$ cat src/rtl/mem_miss_arbiter_pkg.sv
// Shared types and constants for the cache-miss memory arbiter.
// Block geometry and the FSM state encoding live here.
package mem_miss_arbiter_pkg;

   localparam int ADDR_W      = 16;
   localparam int BLOCK_WORDS = 8;
   localparam int WORD_W      = $clog2(BLOCK_WORDS);
   localparam int CNT_W       = WORD_W + 1;
   localparam int OFFS_W      = $clog2(2 * BLOCK_WORDS);

   localparam logic [ADDR_W-1:0] OFFSET_MASK =
      ADDR_W'((1 << OFFS_W) - 1);

   typedef enum logic [1:0] {
      IDLE   = 2'd0,
      FILL_I = 2'd1,
      FILL_D = 2'd2
   } state_t;

   function automatic logic [ADDR_W-1:0] block_base(
      input logic [ADDR_W-1:0] a
   );
      return a & ~OFFSET_MASK;
   endfunction

endpackage

$ cat src/rtl/mem_miss_arbiter_fill_counter.sv
// Issue/receive word counters for one block fill.
// Flags whether issue is still running and the final return.
module fill_counter
   import mem_miss_arbiter_pkg::*;
(
   input  logic              clk,
   input  logic              rst_n,
   input  logic              i_clr,
   input  logic              i_issue_inc,
   input  logic              i_recv_inc,
   output logic [CNT_W-1:0]  o_issue_cnt,
   output logic [WORD_W-1:0] o_recv_word,
   output logic              o_issuing,
   output logic              o_last
);

   logic [CNT_W-1:0] r_issue_cnt;
   logic [CNT_W-1:0] r_recv_cnt;

   always_ff @(posedge clk or negedge rst_n) begin
      if (!rst_n) begin
         r_issue_cnt <= '0;
         r_recv_cnt  <= '0;
      end else if (i_clr) begin
         r_issue_cnt <= '0;
         r_recv_cnt  <= '0;
      end else begin
         if (i_issue_inc)
            r_issue_cnt <= r_issue_cnt + 1'b1;
         if (i_recv_inc)
            r_recv_cnt <= r_recv_cnt + 1'b1;
      end
   end

   assign o_issue_cnt = r_issue_cnt;
   assign o_recv_word = r_recv_cnt[WORD_W-1:0];
   assign o_issuing   = r_issue_cnt < CNT_W'(BLOCK_WORDS);
   assign o_last      = r_recv_cnt == CNT_W'(BLOCK_WORDS - 1);

endmodule

$ cat src/rtl/mem_miss_arbiter.sv
// Shares the main-memory port between I/D miss fills and
// write-through stores; streams fill returns into the caches.
module mem_miss_arbiter
   import mem_miss_arbiter_pkg::*;
(
   input  logic              clk,
   input  logic              rst_n,
   input  logic              i_miss,
   input  logic [ADDR_W-1:0] i_miss_addr,
   input  logic              d_miss,
   input  logic [ADDR_W-1:0] d_miss_addr,
   input  logic              d_wr_req,
   input  logic [ADDR_W-1:0] d_wr_addr,
   input  logic [15:0]       d_wr_data,
   output logic              d_wr_ack,
   output logic              mem_enable,
   output logic              mem_wr,
   output logic [ADDR_W-1:0] mem_addr,
   output logic [15:0]       mem_data_in,
   input  logic              mem_data_valid,
   input  logic [15:0]       mem_data_out,
   output logic [15:0]       fill_data,
   output logic [WORD_W-1:0] fill_word,
   output logic              i_fill_we,
   output logic              d_fill_we,
   output logic              i_fill_done,
   output logic              d_fill_done
);

   state_t            r_state;
   state_t            w_next;
   logic [ADDR_W-1:0] r_base;
   logic [ADDR_W-1:0] w_base_nxt;
   logic              w_load;
   logic              w_clr;
   logic              w_issue_inc;
   logic              w_recv_inc;
   logic [CNT_W-1:0]  w_issue_cnt;
   logic [WORD_W-1:0] w_recv_word;
   logic              w_issuing;
   logic              w_last;

   fill_counter u_cnt (
      .clk         (clk),
      .rst_n       (rst_n),
      .i_clr       (w_clr),
      .i_issue_inc (w_issue_inc),
      .i_recv_inc  (w_recv_inc),
      .o_issue_cnt (w_issue_cnt),
      .o_recv_word (w_recv_word),
      .o_issuing   (w_issuing),
      .o_last      (w_last)
   );

   always_ff @(posedge clk or negedge rst_n) begin
      if (!rst_n) begin
         r_state <= IDLE;
         r_base  <= '0;
      end else begin
         r_state <= w_next;
         if (w_load)
            r_base <= w_base_nxt;
      end
   end

   always_comb begin
      w_next      = r_state;
      w_base_nxt  = '0;
      w_load      = 1'b0;
      w_clr       = 1'b0;
      w_issue_inc = 1'b0;
      w_recv_inc  = 1'b0;
      d_wr_ack    = 1'b0;
      mem_enable  = 1'b0;
      mem_wr      = 1'b0;
      mem_addr    = '0;
      mem_data_in = '0;
      fill_data   = '0;
      fill_word   = '0;
      i_fill_we   = 1'b0;
      d_fill_we   = 1'b0;
      i_fill_done = 1'b0;
      d_fill_done = 1'b0;
      unique case (r_state)
         IDLE: begin
            // store strobe is combinational, so hold it off in reset
            if (d_wr_req && rst_n) begin
               mem_enable  = 1'b1;
               mem_wr      = 1'b1;
               mem_addr    = d_wr_addr;
               mem_data_in = d_wr_data;
               d_wr_ack    = 1'b1;
            end else if (d_miss) begin
               w_next     = FILL_D;
               w_load     = 1'b1;
               w_base_nxt = block_base(d_miss_addr);
            end else if (i_miss) begin
               w_next     = FILL_I;
               w_load     = 1'b1;
               w_base_nxt = block_base(i_miss_addr);
            end
         end
         FILL_I, FILL_D: begin
            if (w_issuing) begin
               mem_enable  = 1'b1;
               mem_addr    = r_base + ADDR_W'({w_issue_cnt, 1'b0});
               w_issue_inc = 1'b1;
            end
            if (mem_data_valid) begin
               fill_data  = mem_data_out;
               fill_word  = w_recv_word;
               w_recv_inc = 1'b1;
               if (r_state == FILL_I)
                  i_fill_we = 1'b1;
               else
                  d_fill_we = 1'b1;
               if (w_last) begin
                  i_fill_done = (r_state == FILL_I);
                  d_fill_done = (r_state == FILL_D);
                  w_clr       = 1'b1;
                  w_next      = IDLE;
               end
            end
         end
         default: w_next = IDLE;
      endcase
   end

endmodule

$ cat config.mk
export PLATFORM = sky130hd
export DESIGN_NAME = mem_miss_arbiter
export DESIGN_NICKNAME = d
export VERILOG_FILES = /design/src/rtl/mem_miss_arbiter_pkg.sv /design/src/rtl/mem_miss_arbiter_fill_counter.sv /design/src/rtl/mem_miss_arbiter.sv
export SDC_FILE = /design/constraint.sdc
export NUM_CORES = 1
export LEC_CHECK = 0
export CORE_ASPECT_RATIO = 1.1
export CORE_MARGIN = 5
export CORE_UTILIZATION = 31
export CTS_CLUSTER_DIAMETER = 150
export DETAILED_ROUTE_END_ITERATION = 16
export PLACE_DENSITY = 0.81
export SLEW_MARGIN = 20
export SYNTH_ARGS = -nofsm -noshare
export SYNTH_HDL_FRONTEND = slang
export SYNTH_SLANG_ARGS = --single-unit
$ cat constraint.sdc
create_clock -name clk -period 1.9 [get_ports clk]
set_input_delay 0.19 -clock clk [delete_from_list [all_inputs] [get_ports clk]]
set_output_delay 0.19 -clock clk [all_outputs]
set_load 0.01 [all_outputs]
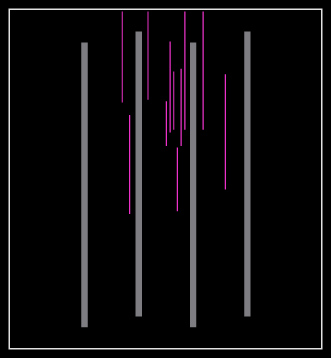
run_1/met4.png
Drawn at 4 px/um. Supply wires on this layer in gray.
- nets with wire on the layer: 11
- longest straight run: 29.2 um
via count: 2044
WL final: 6.642 mm

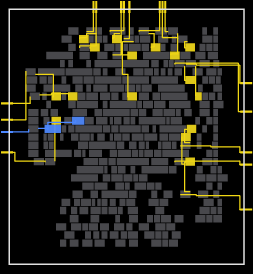
run_1/port_nets.png
Drawn at 3 px/um.
- yellow: d_wr_addr (bits 16; direction input; end cells 16; buffers 16; wire 425 um)
- blue: d_wr_req (bits 1; direction input; end cells 2; buffers 1; wire 22.4 um)
# IOs: 144
Port Buffers: 135

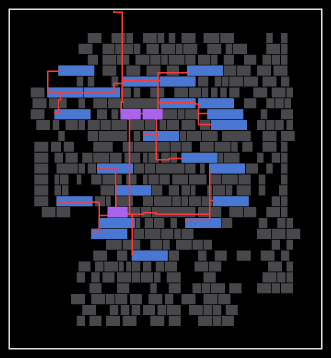
run_1/clock_map.png
Drawn at 4 px/um.
- purple: cells driving clock nets (count 3)
- blue: flip-flops (count 22)
- red: clock wires (length 264 um)
- routed clock nets: 4
insertion delay at the late pin of the worst-skew pair: 260 ps
clock network fraction of total power: 13.3%

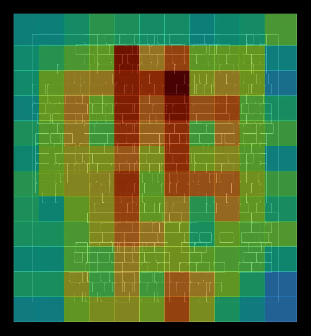
run_1/final_congestion.png
met2 GRT Util: 34.55%
met3 Use GR: 2.897%
post-DR wirelength/cell: 16.82 um
Total GRT Usage: 18.66%
layer with the highest usage: met2

==> run 1: Yosys cell counts, types with 2 or more instances <==
| cell | n |
|---|---|
| a32o_1 | 2 |
| a22oi_1 | 11 |
| xor2_1 | 2 |
| nor2_1 | 6 |
| nor2b_1 | 2 |
| ha_1 | 6 |
| buf_4 | 2 |
| a31oi_1 | 2 |
| a21oi_1 | 24 |
| and3_1 | 20 |
| buf_6 | 3 |
| nand3_1 | 2 |
| nand2_1 | 4 |
| inv_1 | 5 |
| and2_1 | 21 |
| dfrtp_1 | 22 |
| clkbuf_1 | 8 |
| buf_2 | 3 |
| xnor2_1 | 2 |
| a22o_1 | 15 |
==> impl_metrics.yaml, run 1 <==
# synthesis and place-and-route metrics
setup_path:
  worstSetupEndpoint: "mem_addr[10]"
  crit_fanout: 4
  regToRegSetupSlack_ps: 400
  crit_required_ps: 1710
  worstRegToRegCells: 6
  worst_ep_arrival_time_ps: 1820
route:
  drtPass1Iterations: 4
  drcViolationCount: 0
  ant_nets: 0
final_layout:
  bufAreaShareNonClock_pct: 47.82
  nNetsFinal: 430
  layout_top_cell: "clkdlybuf4s50_1"
  fillerInstances: 424
  finalInstanceArea_sq_um: 3189
  buffers: 175
  seq_share_pct: 17.26
  regArea_sq_um: 550.5
  design.seq.count: 22
  syn_to_final_growth_pct: 103.8
  comb_area_sq_um: 948.4
  top_register: "r_base"
final_timing:
  tightest_slew_ps: 904.9
  setup_viol_count_final: 16
  worst_slack_ps: -109.9
  drv_slew: 0
clock_network:
  cts_setup_buffers: 12
  htreeDepth: 1
  cts_tree: "done"
  cts-root-buf: "clkbuf_8"
global_route:
  antenna_found_initial: 0
status:
  violations: "setup timing"
  status: "finished with violations"
pwr:
  p_comb_share_pct: 60.0
  clk-power_mw: 0.437
  netSwitchingPower_mw: 1.234
  seqPwrFrac_pct: 26.6
  p_comb_mw: 1.97
  powerDensity_nw_per_um2: 1027
synth:
  aoi_share_pct: 25.82
  netlist_area_sq_um: 1565
  synth_top_area_share_pct: 35.17
  ys_seq_share_pct: 35.17
  edf_count: 0
  fa_ha_area_share_pct: 4.796
  fp_nets: 266
run:
  maxCapViolations: 0
floorplanning:
  taps: 58
placement:
  gp_congestion: 0.7873
run_1/density.png
Drawn at 4 px/um. 8 x 8 tiles, from dark blue (low) to red (high), 0 to 100% covered.
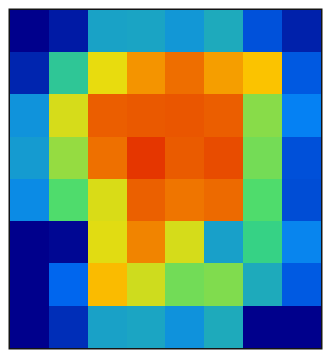

==> run 1 -> run 2 <==
HOLD_SLACK_MARGIN = 0.02   (was not set)
SKIP_LAST_GASP = 1   (was not set)
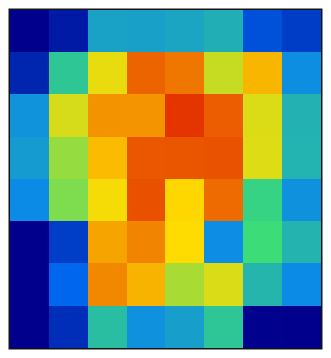
run_2/density.png
Drawn at 4 px/um. 8 x 8 tiles, from dark blue (low) to red (high), 0 to 100% covered.
- densest ninth of the die: center
- tiles over 75% full: 28%
- nearly empty tiles: 9.4%
- emptiest ninth of the die: lower left
- mean over tiles: 50%
Core ar.: 4966 sq um
Core Util, Final: 67.52%
FP Core Util: 31.52%

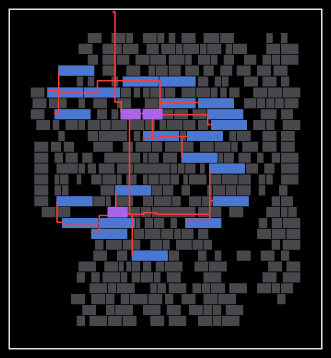
run_2/clock_map.png
Drawn at 4 px/um.
- red: clock wires (length 250 um)
- purple: cells driving clock nets (count 3)
- blue: flip-flops (count 22)
- routed clock nets: 4
clock network fraction of total power: 13.0%
clk pwr: 0.435 mW
Layout Skew: 3.623 ps

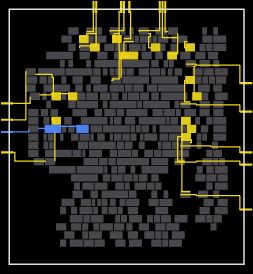
run_2/port_nets.png
Drawn at 3 px/um.
- blue: d_wr_req (bits 1; direction input; end cells 2; buffers 1; wire 22.8 um)
- yellow: d_wr_addr (bits 16; direction input; end cells 16; buffers 16; wire 432 um)

==> run 2 against run 1 <==
  * Routed wire length shrank 0.17%
  * Via count shrank 0.83%
  * Clock power hardly changed
  * The flow still finishes with violations (setup timing)
  * Global-route usage is 0.64 points lower
  * Final cell count rose by 0.25%
  * Critical endpoint is now mem_enable
  * First-iteration DRC count down 12%
  * Area after synthesis unchanged
  * Sequential cell count is the same
  * Critical path depth is 1 lower
==> impl_metrics.yaml, run 2 <==
# synthesis and place-and-route metrics
synth:
  yosysMostFrequentCell: "a21oi_1"
  edf_count: 0
  aoi_share_pct: 25.82
  synth_top_area_share_pct: 35.17
  fp_nets: 266
pwr:
  p_comb_mw: 2.03
  p_comb_share_pct: 60.7
  powerDensity_nw_per_um2: 995.7
  seqPwrFrac_pct: 26.2
placement:
  gp_congestion: 0.7873
  port_buffers: 135
final_timing:
  tightest_slew_ps: 894.2
  setup_viol_count_final: 15
  worst_slack_ps: -117.7
final_layout:
  regArea_sq_um: 550.5
  seq_share_pct: 16.42
  nNetsFinal: 431
  finalInstanceArea_sq_um: 3353
global_route:
  grt.busiest_layer: "met2"
  met2_usage_pct: 34.17
  grt_use_met3_pct: 2.575
status:
  status: "finished with violations"
  violations: "setup timing"
setup_path:
  worst_ep_arrival_time_ps: 1830
route:
  drcViolationCount: 0
  ant_nets: 0
  vias: 2027
floorplanning:
  taps: 58
## run 2: netlist changes by cell type in the layout (fill, tap and decap cells not counted), sizes merged
cell	delta
dlymetal6s2s	+27
dlygate4sd2	-17
clkbuf	-12
clkdlybuf4s15	+2
buf	+1
## run 2: repair_timing
item,4_1_cts,5_1_grt
setup buffers,12,5
hold buffers,0,0
pin swaps,3,10
endpoints found under the hold margin,0,0
gates cloned,1,1
gates resized,98,61
endpoints found under the setup margin,58,54
## run 2: how the worst max path moves through the flow
stage,startpoint,end,cells after the start
after floorplan,r_state[0],mem_addr[11],7
after global placement,r_state[1],mem_addr[14],7
after detailed placement,r_state[1],mem_addr[10],7
after CTS,r_state[1],mem_addr[10],9
after global routing,r_state[0],mem_addr[10],9
final,r_state[1],mem_enable,8
run_2/final_congestion.png
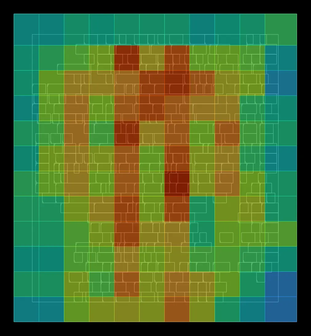

==> run 2 -> run 3 <==
CORE_UTILIZATION = 25   (was 31)
PLACE_DENSITY = 0.68   (was 0.81)
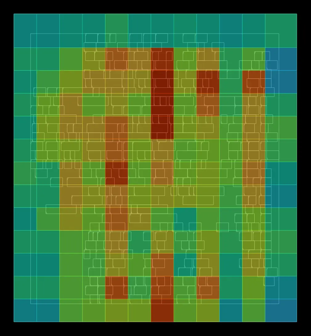
run_3/final_congestion.png
Total GRT Usage: 15.44%
post-DR wirelength/cell: 15.70 um
met2 GRT Util: 28.89%

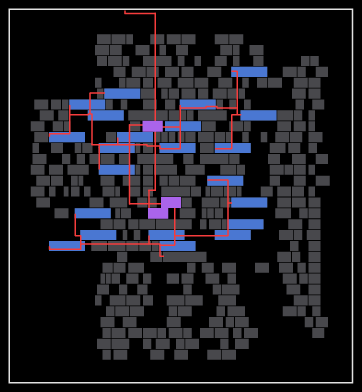
run_3/clock_map.png
Drawn at 4 px/um.
- purple: cells driving clock nets (count 3)
- red: clock wires (length 310 um)
- blue: flip-flops (count 22)
- routed clock nets: 4
Layout Skew: 8.827 ps
insertion delay at the late pin of the worst-skew pair: 270 ps
clk pwr: 0.443 mW

==> run 3 against run 2 <==
  * The run still ends with setup timing left
  * Sequential cell count unchanged
  * Worst hold slack improved by 17 ps
  * Count of clock-buffer cells in the layout stayed put
  * Sequential share of layout area increased by 0.20 points
  * Critical path depth down 3
  * Die size increased by 21%
  * Largest cell class unchanged
  * Highest routed layer unchanged
==> impl_metrics.yaml, run 3 <==
# synthesis and place-and-route metrics
status:
  status: "finished with violations"
  violations: "setup timing"
synth:
  synth_top_area_share_pct: 35.17
  ys_seq_share_pct: 35.17
  netlist_area_sq_um: 1565
  yosys-top-cells-count: "a21oi_1 (24), dfrtp_1 (22), and2_1 (21)"
  aoi_share_pct: 25.82
  edf_count: 0
setup_path:
  crit_required_ps: 1710
  worst_ep_arrival_time_ps: 1870
  crit_fanout: 26
clock_network:
  cts-resized-gates: 122
final_layout:
  fin_util_pct: 54.15
  nNetsFinal: 426
  top_register: "r_base"
  syn_to_final_growth_pct: 111.7
  layout_top_cell: "clkdlybuf4s50_1"
pwr:
  seqPwrFrac_pct: 26.8
  clkPwrFrac_pct: 13.4
  p_comb_mw: 1.98
  powerDensity_nw_per_um2: 999.2
global_route:
  antenna_found_initial: 0
  grt.busiest_layer: "met2"
floorplanning:
  core_area_sq_um: 6118
  ioPinCount: 144
  fp_util_pct: 25.58
final_timing:
  setup_viol_count_final: 24
  tightest_slew_ps: 916.9
  worst_slack_ps: -164.2
route:
  drtPass1Iterations: 4
  drcViolationCount: 0
  ant_nets: 0
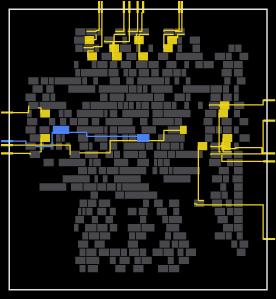
run_3/port_nets.png
Drawn at 3 px/um.
- blue: d_wr_req (bits 1; direction input; end cells 2; buffers 1; wire 49.1 um)
- yellow: d_wr_addr (bits 16; direction input; end cells 16; buffers 16; wire 403 um)

run 3: cell type report:
| cell class | count | share of cell area [%] |
|---|---|---|
| repair buffers | 171 | 48.64 |
| multi-input cells | 131 | 28.93 |
| flip-flops and latches | 22 | 16.62 |
| well taps | 80 | 3.021 |
| clock buffers | 3 | 1.246 |
| clock inverters | 1 | 0.9063 |
| inverters | 5 | 0.6420 |
run 3: final timing paths:
path,cells after the start,slack (ps),start,end
worst min register to register,2,550,r_base[4],r_base[4]
max in group asynchronous,2,1320,rst_n,u_cnt.r_recv_cnt[2]
worst max register to register,6,400,r_state[1],u_cnt.r_recv_cnt[1]
worst min-delay path,2,350,rst_n,r_base[12]
min in group clk,3,500,d_miss_addr[14],r_base[14]
worst max-delay path,5,-160,r_state[0],fill_data[5]
Power and IR drop assume default switching activity.
